Fig. 1: run 1, a small window of the routed layout
Window x 77 to 107, y 16 to 46 um. Cells in grey, sequential cells in the stronger grey; small squares are vias.
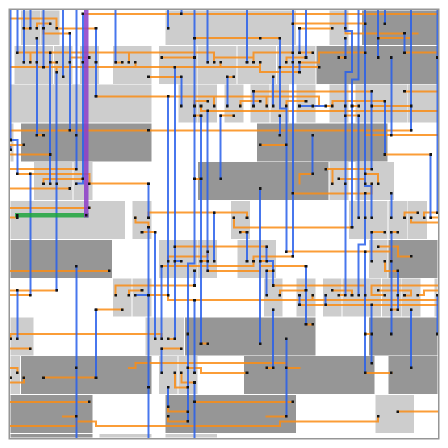
Fig. 2: run 1, clock network drawn from the DEF
Bar = 20 um.
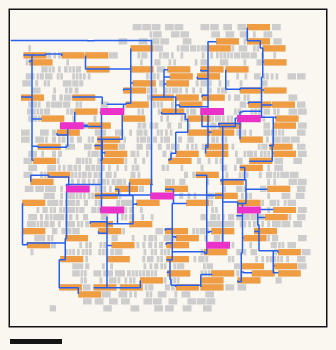
Fig. 3: run 1, sequential cells grouped by signal name
Bar = 20 um.
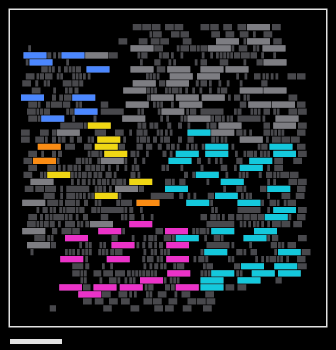
Fig. 4: run 1, drive-strength map
Bar = 20 um.
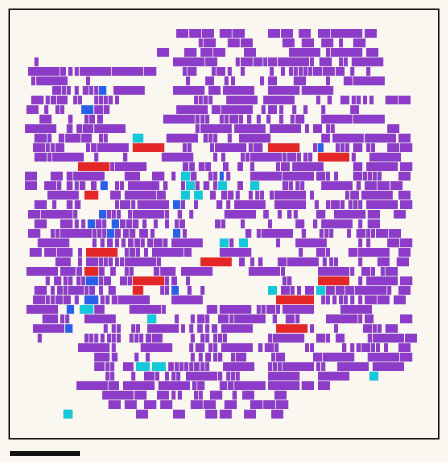
[src/rtl/fpu_instr_deserializer_pkg.sv]
// Shared FPU instruction types plus the byte-stream deserializer definitions.
package fpu_instr_deserializer_pkg;

  typedef enum logic [2:0] {
    ADD  = 3'd0,
    SUB  = 3'd1,
    MULT = 3'd2,
    DIV  = 3'd3
  } fpu_op_t;

  typedef enum logic [1:0] {
    round_nearest_even = 2'd0,
    round_to_zero      = 2'd1,
    round_up           = 2'd2,
    round_down         = 2'd3
  } rmode_t;

  typedef logic [31:0] float_t;

  typedef struct packed {
    fpu_op_t fpu_op;
    rmode_t  rmode;
    float_t  opa;
    float_t  opb;
  } fpu_instruction_t;

  localparam int unsigned FPU_INSTR_BYTES = 9;
  localparam int unsigned OPERAND_BYTES   = (FPU_INSTR_BYTES - 1) / 2;

  typedef enum logic [1:0] {
    ERR_NONE    = 2'b00,
    ERR_BAD_OP  = 2'b01,
    ERR_TIMEOUT = 2'b10
  } err_code_t;

  typedef enum logic [1:0] {
    HDR  = 2'd0,
    OPA  = 2'd1,
    OPB  = 2'd2,
    HOLD = 2'd3
  } deser_state_t;

  // Only the four arithmetic ops are implemented by the core.
  function automatic logic op_is_legal(logic [7:0] hdr);
    return hdr[7:5] <= 3'd3;
  endfunction

endpackage

[src/rtl/fpu_deser_timeout.sv]
// Idle-cycle counter; expired_o flags the idle cycle that reaches TIMEOUT_CYCLES.
module fpu_deser_timeout #(
  parameter int unsigned TIMEOUT_CYCLES = 64
) (
  input  logic clk,
  input  logic rst_n,
  input  logic clear_i,
  input  logic en_i,
  output logic expired_o
);

  localparam int unsigned CntW = $clog2(TIMEOUT_CYCLES + 1);

  logic [CntW-1:0] cnt_q, cnt_d;

  assign expired_o = en_i && !clear_i && (cnt_q == CntW'(TIMEOUT_CYCLES - 1));

  always_comb begin
    cnt_d = cnt_q;
    if (clear_i) begin
      cnt_d = '0;
    end else if (en_i && !expired_o) begin
      cnt_d = cnt_q + CntW'(1);
    end
  end

  always_ff @(posedge clk or negedge rst_n) begin
    if (!rst_n) begin
      cnt_q <= '0;
    end else begin
      cnt_q <= cnt_d;
    end
  end

endmodule

[src/rtl/fpu_instr_deserializer.sv]
// Rebuilds fpu_instruction_t from a 9-byte stream and issues it with valid/ready.
module fpu_instr_deserializer
  import fpu_instr_deserializer_pkg::*;
#(
  parameter int unsigned TIMEOUT_CYCLES = 64,
  parameter int unsigned CNT_W          = 16
) (
  input  logic             clk,
  input  logic             rst_n,
  input  logic [7:0]       byte_i,
  input  logic             byte_valid_i,
  output logic             byte_ready_o,
  output logic [68:0]      instr_o,
  output logic             instr_valid_o,
  input  logic             instr_ready_i,
  output logic             err_o,
  output logic [1:0]       err_code_o,
  output logic [CNT_W-1:0] instr_count_o,
  output logic [7:0]       err_count_o
);

  deser_state_t     state_q, state_d;
  fpu_op_t          op_q;
  rmode_t           rmode_q;
  float_t           opa_q, opb_q;
  logic [1:0]       idx_q;
  logic             rdy_en_q;
  logic             err_q;
  err_code_t        err_code_q;
  logic [CNT_W-1:0] instr_cnt_q;
  logic [7:0]       err_cnt_q;

  logic xfer, in_op, expired, hdr_ok, idx_last;
  logic load_hdr, bad_op, shift_a, shift_b, abort, deliver;

  assign xfer     = byte_valid_i & byte_ready_o;
  assign in_op    = (state_q == OPA) || (state_q == OPB);
  assign hdr_ok   = op_is_legal(byte_i);
  assign idx_last = (idx_q == 2'(OPERAND_BYTES - 1));

  fpu_deser_timeout #(
    .TIMEOUT_CYCLES(TIMEOUT_CYCLES)
  ) u_timeout (
    .clk      (clk),
    .rst_n    (rst_n),
    .clear_i  (xfer | ~in_op),
    .en_i     (in_op),
    .expired_o(expired)
  );

  always_ff @(posedge clk or negedge rst_n) begin
    if (!rst_n) begin
      state_q <= HDR;
    end else begin
      state_q <= state_d;
    end
  end

  always_comb begin
    state_d  = state_q;
    load_hdr = 1'b0;
    bad_op   = 1'b0;
    shift_a  = 1'b0;
    shift_b  = 1'b0;
    abort    = 1'b0;
    deliver  = 1'b0;
    unique case (state_q)
      HDR: begin
        if (xfer) begin
          if (hdr_ok) begin
            load_hdr = 1'b1;
            state_d  = OPA;
          end else begin
            bad_op = 1'b1;
          end
        end
      end
      OPA: begin
        if (expired) begin
          abort   = 1'b1;
          state_d = HDR;
        end else if (xfer) begin
          shift_a = 1'b1;
          if (idx_last) state_d = OPB;
        end
      end
      OPB: begin
        if (expired) begin
          abort   = 1'b1;
          state_d = HDR;
        end else if (xfer) begin
          shift_b = 1'b1;
          if (idx_last) state_d = HOLD;
        end
      end
      HOLD: begin
        if (instr_ready_i) begin
          deliver = 1'b1;
          state_d = HDR;
          // A byte accepted alongside the output handshake is the next header.
          if (xfer) begin
            if (hdr_ok) begin
              load_hdr = 1'b1;
              state_d  = OPA;
            end else begin
              bad_op = 1'b1;
            end
          end
        end
      end
      default: state_d = HDR;
    endcase
  end

  always_comb begin
    byte_ready_o  = 1'b0;
    instr_valid_o = 1'b0;
    unique case (state_q)
      HDR, OPA, OPB: byte_ready_o = rdy_en_q;
      HOLD: begin
        byte_ready_o  = instr_ready_i;
        instr_valid_o = 1'b1;
      end
      default: byte_ready_o = 1'b0;
    endcase
  end

  always_ff @(posedge clk or negedge rst_n) begin
    if (!rst_n) begin
      op_q        <= ADD;
      rmode_q     <= round_nearest_even;
      opa_q       <= '0;
      opb_q       <= '0;
      idx_q       <= '0;
      rdy_en_q    <= 1'b0;
      err_q       <= 1'b0;
      err_code_q  <= ERR_NONE;
      instr_cnt_q <= '0;
      err_cnt_q   <= '0;
    end else begin
      rdy_en_q <= 1'b1;
      err_q    <= bad_op | abort;
      if (bad_op) begin
        err_code_q <= ERR_BAD_OP;
      end else if (abort) begin
        err_code_q <= ERR_TIMEOUT;
      end
      if ((bad_op || abort) && (err_cnt_q != 8'hFF)) begin
        err_cnt_q <= err_cnt_q + 8'd1;
      end
      if (deliver) begin
        instr_cnt_q <= instr_cnt_q + CNT_W'(1);
      end
      if (abort) begin
        op_q    <= ADD;
        rmode_q <= round_nearest_even;
        opa_q   <= '0;
        opb_q   <= '0;
        idx_q   <= '0;
      end else if (load_hdr) begin
        op_q    <= fpu_op_t'(byte_i[7:5]);
        rmode_q <= rmode_t'(byte_i[4:3]);
        idx_q   <= '0;
      end else if (shift_a || shift_b) begin
        if (shift_a) opa_q <= {opa_q[23:0], byte_i};
        if (shift_b) opb_q <= {opb_q[23:0], byte_i};
        idx_q <= idx_last ? 2'd0 : idx_q + 2'd1;
      end
    end
  end

  assign instr_o       = {op_q, rmode_q, opa_q, opb_q};
  assign err_o         = err_q;
  assign err_code_o    = err_code_q;
  assign instr_count_o = instr_cnt_q;
  assign err_count_o   = err_cnt_q;

endmodule

[config.mk]
export PLATFORM = sky130hd
export DESIGN_NAME = fpu_instr_deserializer
export DESIGN_NICKNAME = d
export VERILOG_FILES = /design/src/rtl/fpu_instr_deserializer_pkg.sv /design/src/rtl/fpu_deser_timeout.sv /design/src/rtl/fpu_instr_deserializer.sv
export SDC_FILE = /design/constraint.sdc
export NUM_CORES = 1
export LEC_CHECK = 0
export ABC_AREA = 1
export CAP_MARGIN = 20
export CORE_MARGIN = 4
export CORE_UTILIZATION = 41
export CTS_CLUSTER_DIAMETER = 60
export DETAILED_ROUTE_END_ITERATION = 8
export HOLD_SLACK_MARGIN = 0.06
export PLACE_DENSITY = 0.68
export SYNTH_ARGS = -nofsm -noshare
export SYNTH_HDL_FRONTEND = slang
export SYNTH_HIERARCHICAL = 1
export SYNTH_SLANG_ARGS = --single-unit
export TNS_END_PERCENT = 20
[constraint.sdc]
create_clock -name clk -period 3.82 [get_ports clk]
set_input_delay 0.573 -clock clk [delete_from_list [all_inputs] [get_ports clk]]
set_output_delay 0.573 -clock clk [all_outputs]
set_load 0.05 [all_outputs]
==> impl_metrics.yaml, run 1 <==
# implementation run metrics
setup_path:
  crit_end: "opb_q[9]$_DFFE_PN0P_"
  cp_cell_sequence: "inv_1 -> ha_1 -> nand2_1 -> inv_1 -> nand2_1 -> nor2_1 -> nand2_2 -> inv_1 -> inv_1 -> nand2_1 -> inv_1 -> nand3_2 -> nand2_2 -> nand2_1 -> buf_4 -> nand2_1 -> nand2_1"
  slowest_delay_ps: 500
  crit_arrival_ps: 3150
  path_depth: 17
  crit_family: "simple AND/OR/NAND/NOR gates"
  cp-end-kind: "flip-flop"
  slowest_stage: "ha_1"
  crit_buf_inv: 6
  path_class: "flip-flop to flip-flop"
  cp_common_cell: "nand2_1"
  reg2regPathDepth: 17
  r2r_start: "state_q[0]$_DFFE_PN0P_"
  critPathRequiredTime_ps: 4100
  critPathLaunchType: "flip-flop"
  r2r_slack_ps: 960
die:
  die_h_um: 122
  io_pins: 110
  taps: 172
  die_area_um2: 15000
global_route:
  grt_max_degree: 54
  grt_pass1_vias: 4604
  antenna_found_initial: 0
  grt_use_met3_pct: 4.01
  top_usage_layer: "met2"
  grt_pass1_wl_mm: 22.1
  overflow: 0
  use_met2_pct: 29.5
drt:
  final_antenna_net_count: 0
  wl_met3_um: 730
  wl_per_cell_um: 13.8
  vias: 4626
  drt_first_pass_iters: 4
  routedLengthMet1_mm: 5.86
  drc: 0
  vias_per_cell: 4.90
final_timing:
  finalMaxSlewViolations: 0
  max_slew_margin_pct: 45.0
  fin_crit_ps: 2860
  worst_pin_slew_ps: 823
  fmax_ghz: 0.349
  rsz0062_at_grt: "no"
  setup_slack_ps: 958
  tns_ps: 0
  setup_viol: 0
synth:
  synthMuxAreaShare_pct: 0
  syn_inst: 665
  most_common_cell: "nand2_1"
  netlist.area_leader.share_pct: 50.5
  synth_area_um2: 5350
  ys_cells: 665
  ff_type: "dfrtp_1"
  edf_count: 0
  yosysWarnings: 6
  top_cells_by_area: "dfrtp_1, nand2_1, nand3b_1"
  simple_gate_area_share_pct: 37.7
  async_reset_ff_share_pct: 100
  synth_area_per_cell_um2: 8.05
  ys_top_cells_by_count: "nand2_1, dfrtp_1, nand3b_1, nand3_1, inv_1"
power_and_ir_drop:
  seqPwrFrac_pct: 33.0
  power_frac_comb_pct: 49.6
  switchingPower_mw: 2.58
  p_int_mw: 2.92
  maxPowerGroup: "combinational logic"
  switching_share_pct: 46.9
  vdd_ir_drop_max_mv: 0.431
  power_density_nw_per_um2: 795
clocking:
  cts_max_path_buffers: 2
  cts_tree: "yes"
  hold_buffers: 0
  clk_latency_ps: 350
  postCtsSetupRepairBufs: 0
  clock-root-buffer: "clkbuf_16"
  clock_sinks: 108
  cts_buffers: 9
  h-tree-depth: 3
  clk_pin_slew_worst_paths_ps: 70
  postCtsResizedCells: 0
final_layout:
  drive_above_1_share_pct: 5.95
  mostFrequentLayoutCell: "nand2_1"
  clkCellAreaFrac_pct: 4.45
  largest_class: "flip-flops and latches"
  mostFrequentLayoutCells: "nand2_1, dfrtp_1, clkdlybuf4s50_1"
  nClkBuffers: 9
  fill_cells: 1234
  nonClkBufAreaFrac_pct: 16.9
  postLayoutCellArea_um2: 6910
  combGateArea_um2: 2330
  flops: 108
  fin_cells: 945
  fin_nets: 789
  non_clock_inverter_count: 49
  multi_input_comb_cells: 480
status:
  outcome: "finished clean"
placement:
  dp.cells: 929
  portBuffers: 109
  place_congestion: 0.853
flow_run:
  warnings: 30
Notes on Fig. 1 above:
Key: met3 = green; met4 = purple; met1 = orange; met2 = blue
62 logic cells have their middle in the window. Sequential cells in the window: 12. Netlist names of flops here include `opa_q` (12). Most frequent: nand2_1 (30), nand3b_1 (13), dfrtp_1 (12).

Notes on Fig. 2 above:
Key: cells driving clock nets = magenta [count 9]; flip-flops = orange [count 108]; clock wires = blue [length 1300 um]
Position of the flops: widely spread. There are 10 routed clock nets.
Fin Clk Skew: 7.98 ps
Power Clock: 0.961 mW

Notes on Fig. 3 above:
Key: `opa_q` = cyan [flops 32]; `instr_count_o` = magenta [flops 16]; `err_count_o` = blue [flops 8, where top left]; `op_q` = orange [flops 3]; `u_timeout/cnt_q` = yellow [flops 7]
Another 42 sequential cells are not coloured.
register area: 2700 um^2
Seq/total area: 39.1%
Util after Layout: 54.3%
Seq. pwr: 1.81 mW

Notes on Fig. 4 above:
Key: drive 2 = blue [cells 16]; drive 1 or less = purple [cells 727]; drive 6 and up = red [cells 13]; drive 3 to 4 = cyan [cells 17]
Layout area overhead: 29.1%
Non-clk bufs: 120

## Run 2: what changed since run 1
--- a/config.mk
+++ b/config.mk
@@ -12,7 +12,7 @@
 export CTS_CLUSTER_DIAMETER = 60
 export DETAILED_ROUTE_END_ITERATION = 8
 export HOLD_SLACK_MARGIN = 0.06
-export PLACE_DENSITY = 0.68
+export PLACE_DENSITY = 0.71
 export SYNTH_ARGS = -nofsm -noshare
 export SYNTH_HDL_FRONTEND = slang
 export SYNTH_HIERARCHICAL = 1
==> constraint.sdc (replaced) <==
create_clock -name clk -period 2.5 [get_ports clk]
set_input_delay 0.375 -clock clk [delete_from_list [all_inputs] [get_ports clk]]
set_output_delay 0.375 -clock clk [all_outputs]
set_load 0.05 [all_outputs]
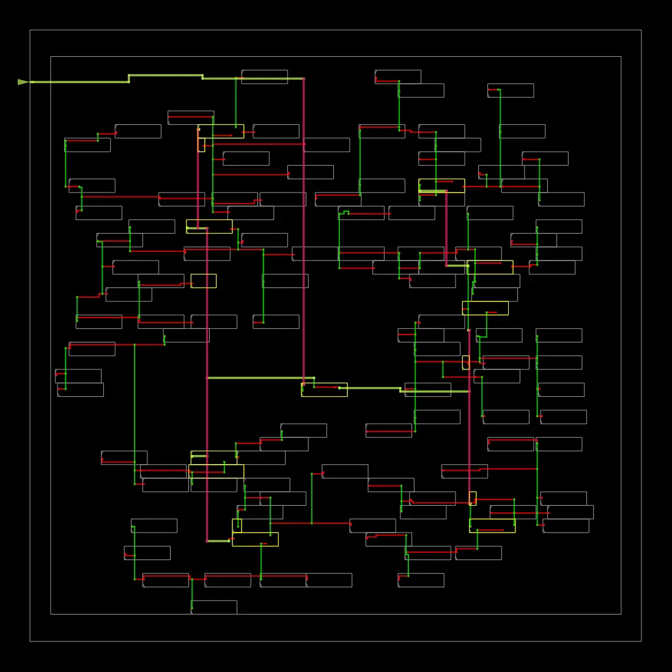
Fig. 5. Clock nets (run 2).
Clock Latency Late Sink: 350 ps
clkbuf count: 13
TritonCTS Sinks: 108

==> impl_metrics.yaml, run 2 <==
# implementation run metrics
synth:
  ff_type: "dfrtp_1"
  synth_area_um2: 5350
  yosysWarnings: 6
  synth_area_per_cell_um2: 8.05
  synth_seq_share_pct: 50.5
  edf_count: 0
  synth_area_leader_cell: "dfrtp_1"
  netlist.area_leader.share_pct: 50.5
  async_reset_ff_share_pct: 100
  top_cells_by_area: "dfrtp_1, nand2_1, nand3b_1"
  syn_inst: 665
  ys_cells: 665
  ys_types: 27
  most_common_cell: "nand2_1"
  simple_gate_area_share_pct: 37.7
  synthMuxAreaShare_pct: 0
  ys_top_cells_by_count: "nand2_1, dfrtp_1, nand3b_1, nand3_1, inv_1"
  ys_sh_aoi_pct: 1.31
final_layout:
  multi_input_comb_cells: 480
  fill_cells: 1169
  non_clock_inverter_count: 49
  fin_cells: 956
  fin_nets: 801
  combGateArea_um2: 2360
  clkCellAreaFrac_pct: 4.01
  diodes: 0
  drive_above_1_share_pct: 7.91
  flops: 108
  buffers: 132
  postLayoutCellArea_um2: 7120
  area_growth_syn_to_layout_pct: 33.0
  nonClkBufAreaFrac_pct: 19.2
  mostFrequentLayoutCells: "nand2_1, clkdlybuf4s50_1, dfrtp_1"
  final_core_util_pct: 56.0
  mostFrequentLayoutCell: "nand2_1"
  largest_class: "flip-flops and latches"
  seq-cell-share_pct: 38.0
  seqCellArea_um2: 2710
power_and_ir_drop:
  switchingPower_mw: 3.93
  vdd_ir_drop_max_mv: 0.574
  power_clock_mw: 1.41
  clockPowerShare_pct: 16.6
  switching_share_pct: 46.2
  seqPwrFrac_pct: 32.7
  power_frac_comb_pct: 50.7
  pg_seq_mw: 2.78
  powerComb_mw: 4.31
  p_int_mw: 4.57
  power_density_nw_per_um2: 1190
  maxPowerGroup: "combinational logic"
die:
  die_width_um: 122
  rows: 41
  die_h_um: 122
  io_pins: 110
  die_area_um2: 15000
  taps: 172
drt:
  vias_per_cell: 4.88
  wl_per_cell_um: 14.0
  routedLengthMet1_mm: 6.10
  drc: 0
  drt_first_pass_iters: 5
  top_layer_used: "met4"
  vias: 4665
  final_antenna_net_count: 0
  wl_met3_um: 759
placement:
  dp_hpwl_mm: 9.46
  place_congestion: 0.842
  portBuffers: 109
  dp.cells: 938
setup_path:
  reg2reg_to: "opb_q[16]$_DFFE_PN0P_"
  slowest_stage: "dfrtp_2"
  critPathLaunchType: "flip-flop"
  crit_end: "opb_q[16]$_DFFE_PN0P_"
  r2r_start: "state_q[1]$_DFFE_PN0P_"
  r2r_slack_ps: 220
  reg2regPathDepth: 17
  cp-end-kind: "flip-flop"
  cp_cell_sequence: "inv_1 -> ha_2 -> nand2_1 -> inv_1 -> nand2_1 -> nor2_1 -> nand2_2 -> inv_1 -> inv_1 -> nand2_1 -> inv_1 -> nand3_2 -> nand2_2 -> nand2_2 -> clkbuf_16 -> nand2_1 -> nand2_1"
  path_depth: 17
  path_class: "flip-flop to flip-flop"
  crit_arrival_ps: 2570
  slowest_delay_ps: 410
  critPathRequiredTime_ps: 2790
  crit_family: "simple AND/OR/NAND/NOR gates"
  crit_buf_inv: 6
global_route:
  antenna_found_initial: 0
  top_usage_layer: "met2"
  grt_pass1_wl_mm: 21.7
  use_met2_pct: 27.9
  grt_max_degree: 49
  grt_pass1_vias: 4482
  grt_use_met3_pct: 3.18
  overflow: 0
final_timing:
  clock_skew_ps: 6.96
  tns_ps: 0
  fin_crit_ps: 2280
  fmax_ghz: 0.439
  hold_viol_final: 0
  setup_viol: 0
  setup_slack_ps: 220
  worst_pin_slew_ps: 636
  max_slew_margin_pct: 57.6
  finalMaxSlewViolations: 0
clocking:
  hold_buffers: 0
  postCtsResizedCells: 0
  cts_tree: "yes"
  cts_max_path_buffers: 2
  h-tree-depth: 3
  cts_buffers: 9
  clock-root-buffer: "clkbuf_16"
  postCtsSetupRepairBufs: 0
  clk_pin_slew_worst_paths_ps: 70
status:
  outcome: "finished clean"
flow_run:
  warnings: 30
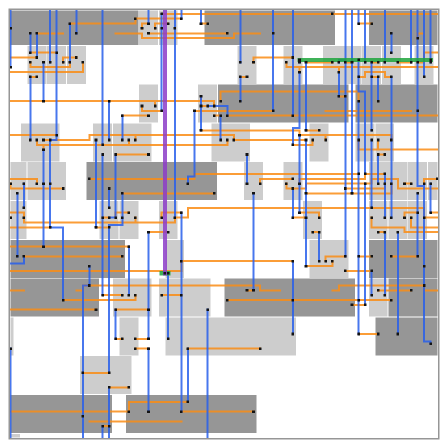
Fig. 6. A small window of the routed layout (run 2).
Window x 77 to 107, y 16 to 46 um. Cells in grey, sequential cells in the stronger grey; small squares are vias.
Key: met4 = purple; met2 = blue; met1 = orange; met3 = green
Most frequent: nand2_1 (31), dfrtp_1 (12), nand3b_1 (8). Sequential cells in the window: 12. Netlist names of flops here include `opa_q` (11), `instr_count_o` (1). 55 logic cells have their middle in the window.

## Run 3: what changed since run 2
--- a/config.mk
+++ b/config.mk
@@ -7,12 +7,14 @@
 export LEC_CHECK = 0
 export ABC_AREA = 1
 export CAP_MARGIN = 20
+export CELL_PAD_IN_SITES_DETAIL_PLACEMENT = 0
+export CELL_PAD_IN_SITES_GLOBAL_PLACEMENT = 1
 export CORE_MARGIN = 4
-export CORE_UTILIZATION = 41
+export CORE_UTILIZATION = 34
 export CTS_CLUSTER_DIAMETER = 60
 export DETAILED_ROUTE_END_ITERATION = 8
 export HOLD_SLACK_MARGIN = 0.06
-export PLACE_DENSITY = 0.71
+export PLACE_DENSITY = 0.78
 export SYNTH_ARGS = -nofsm -noshare
 export SYNTH_HDL_FRONTEND = slang
 export SYNTH_HIERARCHICAL = 1
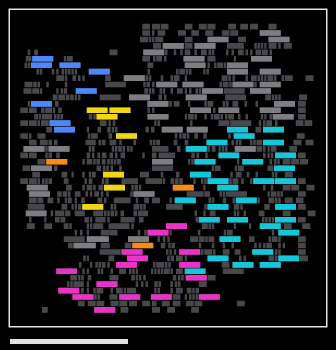
Fig. 7. Sequential cells grouped by signal name (run 3).
Bar = 50 um.
Key: `u_timeout/cnt_q` = yellow [flops 7]; `err_count_o` = blue [flops 8, where top left]; `instr_count_o` = magenta [flops 16]; `opa_q` = cyan [flops 32]; `op_q` = orange [flops 3]
Another 42 sequential cells are not coloured.
Util after Layout: 46.7%
register area: 2710 um^2
Seq/total area: 37.9%
Seq. pwr: 2.78 mW

==> impl_metrics.yaml, run 3 <==
# implementation run metrics
power_and_ir_drop:
  vdd_ir_drop_max_mv: 0.633
  power_density_nw_per_um2: 1180
  powerComb_mw: 4.28
  switching_share_pct: 47.2
  maxPowerGroup: "combinational logic"
  switchingPower_mw: 3.99
  clockPowerShare_pct: 16.4
  seqPwrFrac_pct: 32.9
  power_clock_mw: 1.39
drt:
  vias_per_cell: 4.68
  final_antenna_net_count: 0
  drt_first_pass_iters: 4
  wl_per_cell_um: 13.9
  top_layer_used: "met4"
  vias: 4626
  wl_met3_um: 647
  routedLengthMet1_mm: 6.40
  drc: 0
synth:
  ys_cells: 665
  simple_gate_area_share_pct: 37.7
  top_cells_by_area: "dfrtp_1, nand2_1, nand3b_1"
  ys_sh_aoi_pct: 1.31
  ys_top_cells_by_count: "nand2_1, dfrtp_1, nand3b_1, nand3_1, inv_1"
  ff_type: "dfrtp_1"
  synth_area_um2: 5350
  syn_inst: 665
  ys_types: 27
  synthMuxAreaShare_pct: 0
  synth_area_per_cell_um2: 8.05
  most_common_cell: "nand2_1"
  async_reset_ff_share_pct: 100
  synth_seq_share_pct: 50.5
  netlist.area_leader.share_pct: 50.5
  yosysWarnings: 6
  edf_count: 0
placement:
  dp_hpwl_mm: 9.44
  place_congestion: 0.831
global_route:
  overflow: 0
  grt_max_degree: 70
  top_usage_layer: "met2"
  grt_pass1_wl_mm: 22.6
  grt_pass1_vias: 4416
  grt_use_met3_pct: 2.68
  antenna_found_initial: 0
  use_met2_pct: 24.6
clocking:
  hold_buffers: 0
  clock-root-buffer: "clkbuf_16"
  clk_latency_ps: 350
  cts_buffers: 9
  cts_tree: "yes"
  postCtsResizedCells: 0
  clock_sinks: 108
  h-tree-depth: 3
  clk_pin_slew_worst_paths_ps: 70
  postCtsSetupRepairBufs: 0
die:
  io_pins: 110
  die_width_um: 133
  die_h_um: 133
  taps: 211
  rows: 45
  die_area_um2: 17800
final_timing:
  rsz0062_at_grt: "no"
  clock_skew_ps: 5.60
  hold_viol_final: 0
  worst_pin_slew_ps: 754
  fmax_ghz: 0.449
  fin_crit_ps: 2230
  max_slew_margin_pct: 49.7
  setup_viol: 0
  tns_ps: 0
  finalMaxSlewViolations: 0
final_layout:
  drive_above_1_share_pct: 7.33
  flops: 108
  fin_nets: 794
  multi_input_comb_cells: 480
  area_growth_syn_to_layout_pct: 33.4
  clkCellAreaFrac_pct: 4.03
  nonClkBufAreaFrac_pct: 18.7
  fin_cells: 989
  mostFrequentLayoutCells: "nand2_1, clkdlybuf4s50_1, dfrtp_1"
  largest_class: "flip-flops and latches"
  combGateArea_um2: 2370
  fill_cells: 1521
  mostFrequentLayoutCell: "nand2_1"
setup_path:
  path_depth: 20
  cp-end-kind: "flip-flop"
  critPathLaunchType: "flip-flop"
  slowest_stage: "dfrtp_2"
  cp_cell_sequence: "ha_4 -> inv_1 -> nand2_1 -> nand2_4 -> nand2_1 -> nand2_1 -> inv_1 -> nand2_1 -> nor2_1 -> nand2_2 -> inv_1 -> inv_1 -> nand2_1 -> inv_2 -> nand3_4 -> nand2_4 -> nand2_2 -> clkbuf_16 -> nand2_1 -> nand2_1"
  reg2regPathDepth: 20
  crit_end: "opb_q[13]$_DFFE_PN0P_"
  crit_buf_inv: 6
  path_class: "flip-flop to flip-flop"
  reg2reg_to: "opb_q[13]$_DFFE_PN0P_"
  crit_arrival_ps: 2470
  r2r_start: "state_q[0]$_DFFE_PN0P_"
  crit_family: "simple AND/OR/NAND/NOR gates"
  cp_common_cell: "nand2_1"
flow_run:
  warnings: 30
status:
  outcome: "finished clean"
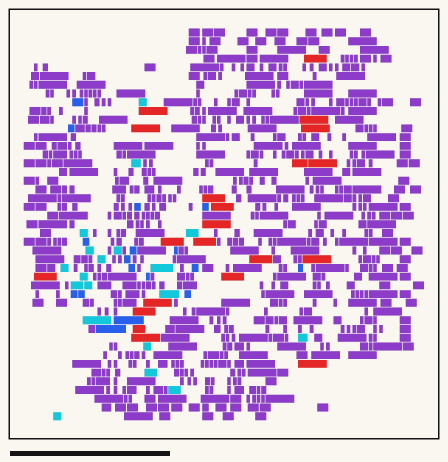
Fig. 8. Drive-strength map (run 3).
Bar = 50 um.
Key: drive 2 = blue [cells 17]; drive 3 to 4 = cyan [cells 19]; drive 6 and up = red [cells 21]; drive 1 or less = purple [cells 721]
Layout Cell Area excl Fill: 7140 um^2
PnR worst setup slack: 274 ps
Non-clk bufs: 125

Power is estimated from default activity; no workload was simulated.
